$ cat src/rtl/alu_op_sequencer_if.sv
// alu_op_sequencer_if: command, response and ALU-port bundle for alu_op_sequencer.
// The slave modport is the sequencer view. The master modport is the environment view:
// the command source, the response sink and the combinational ALU.
interface alu_op_sequencer_if #(
  parameter int DATA_W = 16
) ();
  // instruction handshake
  logic              cmd_valid;
  logic              cmd_ready;
  logic [15:0]       cmd_instr;
  // ALU port (registered operands out, combinational result back)
  logic [DATA_W-1:0] alu_a;
  logic [DATA_W-1:0] alu_b;
  logic [3:0]        alu_sel;
  logic [DATA_W-1:0] alu_out;
  logic              alu_carry;
  // result handshake
  logic              rsp_valid;
  logic              rsp_ready;
  logic [DATA_W-1:0] rsp_data;
  logic [1:0]        rsp_rd;

  modport slave (
    input  cmd_valid, cmd_instr, alu_out, alu_carry, rsp_ready,
    output cmd_ready, alu_a, alu_b, alu_sel, rsp_valid, rsp_data, rsp_rd
  );

  modport master (
    output cmd_valid, cmd_instr, alu_out, alu_carry, rsp_ready,
    input  cmd_ready, alu_a, alu_b, alu_sel, rsp_valid, rsp_data, rsp_rd
  );
endinterface

$ cat src/rtl/alu_op_sequencer.sv
// alu_op_sequencer: initiator for an external combinational 16-bit ALU.
// It accepts one instruction at a time and reads operands from a 4-entry register file.
// It drives registered operands to the ALU, captures the result, writes the result back
// and returns it over a valid/ready response.
// Optional feature macro: ALU_SEQ_ZFLAG_EN adds the zero_flag output (result==0 on CAPTURE).
module alu_op_sequencer #(
  parameter int DATA_W = 16,
  parameter int REG_N  = 4
) (
  input  logic                clk,
  input  logic                rst_n,
  alu_op_sequencer_if.slave   bus,
  output logic                carry_flag
`ifdef ALU_SEQ_ZFLAG_EN
  ,
  output logic                zero_flag
`endif
);

  localparam logic [3:0] OP_ADD = 4'd0;
  localparam logic [3:0] OP_LDI = 4'd15;

  typedef enum logic [1:0] {
    IDLE    = 2'd0,
    ISSUE   = 2'd1,
    CAPTURE = 2'd2,
    RESP    = 2'd3
  } state_t;

  state_t            state_q, state_d;
  logic [15:0]       instr_q, instr_d;
  logic [DATA_W-1:0] rf_q [REG_N];
  logic [DATA_W-1:0] rf_d [REG_N];
  logic [DATA_W-1:0] alu_a_q, alu_a_d;
  logic [DATA_W-1:0] alu_b_q, alu_b_d;
  logic [3:0]        alu_sel_q, alu_sel_d;
  logic [DATA_W-1:0] rsp_data_q, rsp_data_d;
  logic [1:0]        rsp_rd_q, rsp_rd_d;
  logic              carry_q, carry_d;
`ifdef ALU_SEQ_ZFLAG_EN
  logic              zero_q, zero_d;
`endif

  // Field decode of the latched instruction word. imm overlaps the rb field and is used only by LDI.
  logic [3:0]        op;
  logic [1:0]        rd, ra, rb;
  logic [7:0]        imm;
  logic [DATA_W-1:0] result;

  assign op  = instr_q[15:12];
  assign rd  = instr_q[11:10];
  assign ra  = instr_q[9:8];
  assign rb  = instr_q[7:6];
  assign imm = instr_q[7:0];

  // LDI bypasses the ALU. Every other opcode takes the ALU output as-is.
  assign result = (op == OP_LDI) ? {{(DATA_W-8){1'b0}}, imm} : bus.alu_out;

  // Next-state and datapath update: one instruction walks IDLE->ISSUE->CAPTURE->RESP.
  always_comb begin
    state_d    = state_q;
    instr_d    = instr_q;
    rf_d       = rf_q;
    alu_a_d    = alu_a_q;
    alu_b_d    = alu_b_q;
    alu_sel_d  = alu_sel_q;
    rsp_data_d = rsp_data_q;
    rsp_rd_d   = rsp_rd_q;
    carry_d    = carry_q;
`ifdef ALU_SEQ_ZFLAG_EN
    zero_d     = zero_q;
`endif
    unique case (state_q)
      IDLE: begin
        if (bus.cmd_valid) begin
          instr_d = bus.cmd_instr;
          state_d = ISSUE;
        end
      end
      ISSUE: begin
        // LDI leaves the ALU port untouched. ISSUE is still spent so that latency stays fixed.
        if (op != OP_LDI) begin
          alu_a_d   = rf_q[ra];
          alu_b_d   = rf_q[rb];
          alu_sel_d = op;
        end
        state_d = CAPTURE;
      end
      CAPTURE: begin
        // The write-back lands here, so an rd that aliases ra/rb is seen by the next instruction.
        rf_d[rd]   = result;
        rsp_data_d = result;
        rsp_rd_d   = rd;
        if (op == OP_ADD) carry_d = bus.alu_carry;
`ifdef ALU_SEQ_ZFLAG_EN
        zero_d     = (result == '0);
`endif
        state_d    = RESP;
      end
      RESP: begin
        // The response holds until it is taken. A new command waits for the following IDLE cycle.
        if (bus.rsp_ready) state_d = IDLE;
      end
      default: state_d = IDLE;
    endcase
  end

  // State and datapath registers. Async reset drops any in-flight instruction.
  always_ff @(posedge clk or negedge rst_n) begin
    if (!rst_n) begin
      state_q    <= IDLE;
      instr_q    <= '0;
      for (int i = 0; i < REG_N; i++) rf_q[i] <= '0;
      alu_a_q    <= '0;
      alu_b_q    <= '0;
      alu_sel_q  <= 4'b0000;
      rsp_data_q <= '0;
      rsp_rd_q   <= '0;
      carry_q    <= 1'b0;
`ifdef ALU_SEQ_ZFLAG_EN
      zero_q     <= 1'b0;
`endif
    end else begin
      state_q    <= state_d;
      instr_q    <= instr_d;
      rf_q       <= rf_d;
      alu_a_q    <= alu_a_d;
      alu_b_q    <= alu_b_d;
      alu_sel_q  <= alu_sel_d;
      rsp_data_q <= rsp_data_d;
      rsp_rd_q   <= rsp_rd_d;
      carry_q    <= carry_d;
`ifdef ALU_SEQ_ZFLAG_EN
      zero_q     <= zero_d;
`endif
    end
  end

  assign bus.cmd_ready = (state_q == IDLE);
  assign bus.rsp_valid = (state_q == RESP);
  assign bus.alu_a     = alu_a_q;
  assign bus.alu_b     = alu_b_q;
  assign bus.alu_sel   = alu_sel_q;
  assign bus.rsp_data  = rsp_data_q;
  assign bus.rsp_rd    = rsp_rd_q;
  assign carry_flag    = carry_q;
`ifdef ALU_SEQ_ZFLAG_EN
  assign zero_flag     = zero_q;
`endif

endmodule

$ cat src/flat_wrapper.sv
// flat-port wrapper written by rule: the top's interface ports become plain ports
module alu_op_sequencer_flat 
#(
  parameter int DATA_W = 16,
  parameter int REG_N  = 4
)
  (clk, rst_n, carry_flag, bus_cmd_valid, bus_cmd_instr, bus_alu_out, bus_alu_carry, bus_rsp_ready, bus_cmd_ready, bus_alu_a, bus_alu_b, bus_alu_sel, bus_rsp_valid, bus_rsp_data, bus_rsp_rd);
  alu_op_sequencer_if #(.DATA_W(DATA_W)) bus_i ();
  input  logic clk;
  input  logic rst_n;
  output logic carry_flag;
  input wire logic [$bits(bus_i.cmd_valid)-1:0] bus_cmd_valid;
  input wire logic [$bits(bus_i.cmd_instr)-1:0] bus_cmd_instr;
  input wire logic [$bits(bus_i.alu_out)-1:0] bus_alu_out;
  input wire logic [$bits(bus_i.alu_carry)-1:0] bus_alu_carry;
  input wire logic [$bits(bus_i.rsp_ready)-1:0] bus_rsp_ready;
  output wire logic [$bits(bus_i.cmd_ready)-1:0] bus_cmd_ready;
  output wire logic [$bits(bus_i.alu_a)-1:0] bus_alu_a;
  output wire logic [$bits(bus_i.alu_b)-1:0] bus_alu_b;
  output wire logic [$bits(bus_i.alu_sel)-1:0] bus_alu_sel;
  output wire logic [$bits(bus_i.rsp_valid)-1:0] bus_rsp_valid;
  output wire logic [$bits(bus_i.rsp_data)-1:0] bus_rsp_data;
  output wire logic [$bits(bus_i.rsp_rd)-1:0] bus_rsp_rd;
  assign bus_i.cmd_valid = bus_cmd_valid;
  assign bus_i.cmd_instr = bus_cmd_instr;
  assign bus_i.alu_out = bus_alu_out;
  assign bus_i.alu_carry = bus_alu_carry;
  assign bus_i.rsp_ready = bus_rsp_ready;
  assign bus_cmd_ready = bus_i.cmd_ready;
  assign bus_alu_a = bus_i.alu_a;
  assign bus_alu_b = bus_i.alu_b;
  assign bus_alu_sel = bus_i.alu_sel;
  assign bus_rsp_valid = bus_i.rsp_valid;
  assign bus_rsp_data = bus_i.rsp_data;
  assign bus_rsp_rd = bus_i.rsp_rd;
  alu_op_sequencer #(.DATA_W(DATA_W), .REG_N(REG_N)) u_core (.clk(clk), .rst_n(rst_n), .bus(bus_i), .carry_flag(carry_flag));
endmodule
$ cat config.mk
export PLATFORM = sky130hd
export DESIGN_NAME = alu_op_sequencer_flat
export DESIGN_NICKNAME = d
export VERILOG_FILES = /design/src/rtl/alu_op_sequencer_if.sv /design/src/rtl/alu_op_sequencer.sv /design/src/flat_wrapper.sv
export SDC_FILE = /design/constraint.sdc
export NUM_CORES = 1
export LEC_CHECK = 0
export CAP_MARGIN = 20
export CORE_ASPECT_RATIO = 2
export CORE_MARGIN = 2
export CORE_UTILIZATION = 56
export CTS_BUF_LIST = sky130_fd_sc_hd__clkbuf_4 sky130_fd_sc_hd__clkbuf_8
export CTS_CLUSTER_DIAMETER = 150
export DETAILED_ROUTE_END_ITERATION = 10
export MAX_ROUTING_LAYER = met4
export PLACE_DENSITY = 0.89
export SKIP_LAST_GASP = 1
export SYNTH_ARGS = -nofsm -noshare
export SYNTH_HDL_FRONTEND = slang
export SYNTH_SLANG_ARGS = --single-unit
$ cat constraint.sdc
create_clock -name clk -period 1.8 [get_ports clk]
set_input_delay 0.27 -clock clk [delete_from_list [all_inputs] [get_ports clk]]
set_output_delay 0.27 -clock clk [all_outputs]
set_load 0.1 [all_outputs]
clock_wires.png
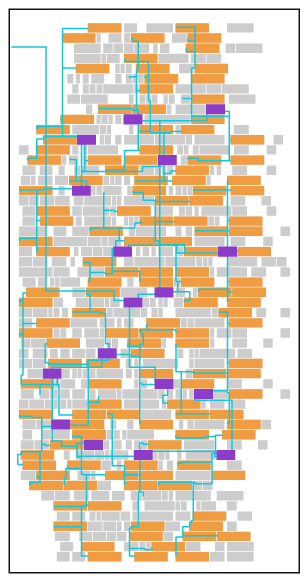
[clock wires] cyan | length: 1,540 um
[flip-flops] orange | count: 137
[clock-net drivers] purple | count: 17
flops lie	all over the die

m1.png
Supply wires on this layer in gray. Cells faint in the background.
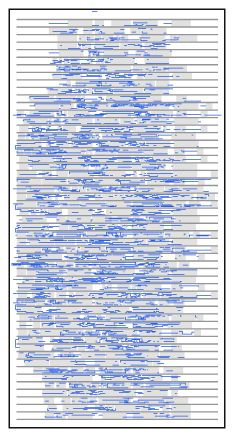
main direction	horizontal
nets with wire on the layer	529
wire length on this layer	5,080 um

clock_nets.png
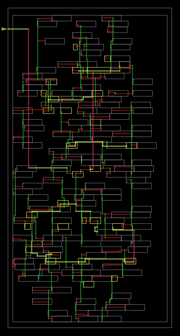
skew final: 0.009986 ns
clock insertion delay at the later pin of the skew report: 0.44 ns
number of clock buffers in the layout: 25

class_map.png
Scale bar: 20 um.
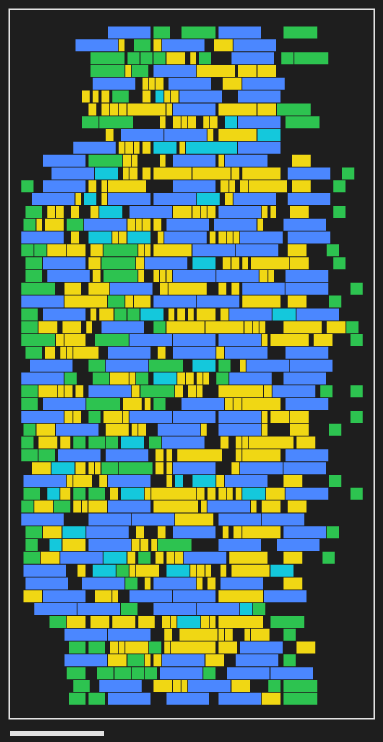
class	color	cells	share of their area
sequential cells	blue	137	46%
clock drivers and dummy loads	cyan	31	5.3%
remaining logic cells	yellow	295	32%
remaining buffers and delay cells	green	114	17%

==> flow_summary.toml <==
# physical design summary
[run_status]
outcome = "finished clean"

[yosys]
post-synth-top-area-fraction = 0.5720
flip_flop_and_latch_count_after_synthesis = 137
asyncSetResetFlopFracSynth = 1.000
yosys_area_um2 = 5993
ys_dominant_reg_cell = "sky130_fd_sc_hd__dfrtp_1"
synth.most_common_cell = "sky130_fd_sc_hd__dfrtp_1"
synthCells = 464
ys_types = 26
post_synth_most_frequent_cells = "sky130_fd_sc_hd__dfrtp_1, sky130_fd_sc_hd__nand2_1, sky130_fd_sc_hd__o21ai_0"
synth_warnings = 0
portion_of_the_post_synthesis_area_used_by_sequential_elements = 0.5720
synth-edff-count = 0
synth-cells-yosys = 464

[finish]
layout.cell_area.non_filler_um2 = 7640
seq_share = 0.4487
nFillCells = 664
largest_register_ffs = 64
stdcell_count = 714
layout.comb_gates.multi_input = 282
ant_diodes = 0

[final_timing]
relSlewSlack = 0.7286
finalCritPeriodShare = 0.9580
max_clock_freq_ghz = 0.5799
post-route-min-period_ns = 1.724

[placement]
half_perimeter_wire_length_after_detailed_placement_mm = 9.523
io_buf_count = 93
pre_cts_ws_ns = 0.05094

[routing]
top_layer = "met4"
route.detailed.drc = 0
drt-vias-per-instance = 5.913
route.vias.total = 4222
drtAntennaViolNets = 0
wirelength_mm = 13.98
m1WireLength_mm = 5.080
violation_count_after_the_first_detailed_route_iteration = 275
met2WireLength_mm = 7.741

[die]
core_area_um2 = 10480
floorplan.die.width_um = 77.15
chipHeight_um = 150.3
initCoreUtil = 0.5720
die_area_um2 = 11600

[grt]
grt_usage = 0.2642
met1_usage = 0.2854
global_route.overflow_total = 0
grt_use_met2 = 0.4526
use_met3 = 0.06355
number_of_antenna_violations_at_the_first_check_in_global_routing = 0

[setup_path]
timing.critical_path.arrival_ns = 2.03
cell_with_the_largest_stage_delay_on_the_worst_path = "sky130_fd_sc_hd__dfrtp_1"
timing.critical_path.required_ns = 2.10
timing.critical_path.from = "u_core.state_q[0]"
rr_startpoint = "u_core.state_q[0]"
setup.reg_to_reg.worst_slack_ns = 0.08
critical_path.endpoint_type = "flip-flop"

[clock_network]
h-tree-depth = 4
hold_bufs_inserted_after_cts = 1
clkSinkCount = 137
cts_tree = "yes"
clock_tree.root_cell = "sky130_fd_sc_hd__clkbuf_8"
-- cell families after synthesis --
group / after synthesis / share of synthesized area
AOI/OAI and AO/OA: 86 / 0.07265
adders and majority gates: 4 / 0.008351
buffers and inverters: 45 / 0.03987
DFF: 137 / 0.5720
muxes: 94 / 0.2401
and+or+nand+nor: 98 / 0.06702
-- worst max path at each step --
| stage | endpoint | slack [ns] | cells past startpoint |
|---|---|---|---|
| 2_1_floorplan | u_core.instr_q[10] | 0.09 | 5 |
| 3_3_place_gp | u_core.rf_q[51] | 0.18 | 6 |
| 3_5_place_dp | u_core.rf_q[5] | 0.05 | 4 |
| 4_1_cts | u_core.rf_q[2] | 0.04 | 4 |
| 5_1_grt | u_core.rf_q[23] | -0.02 | 4 |
| 6_report | u_core.rf_q[49] | 0.08 | 6 |
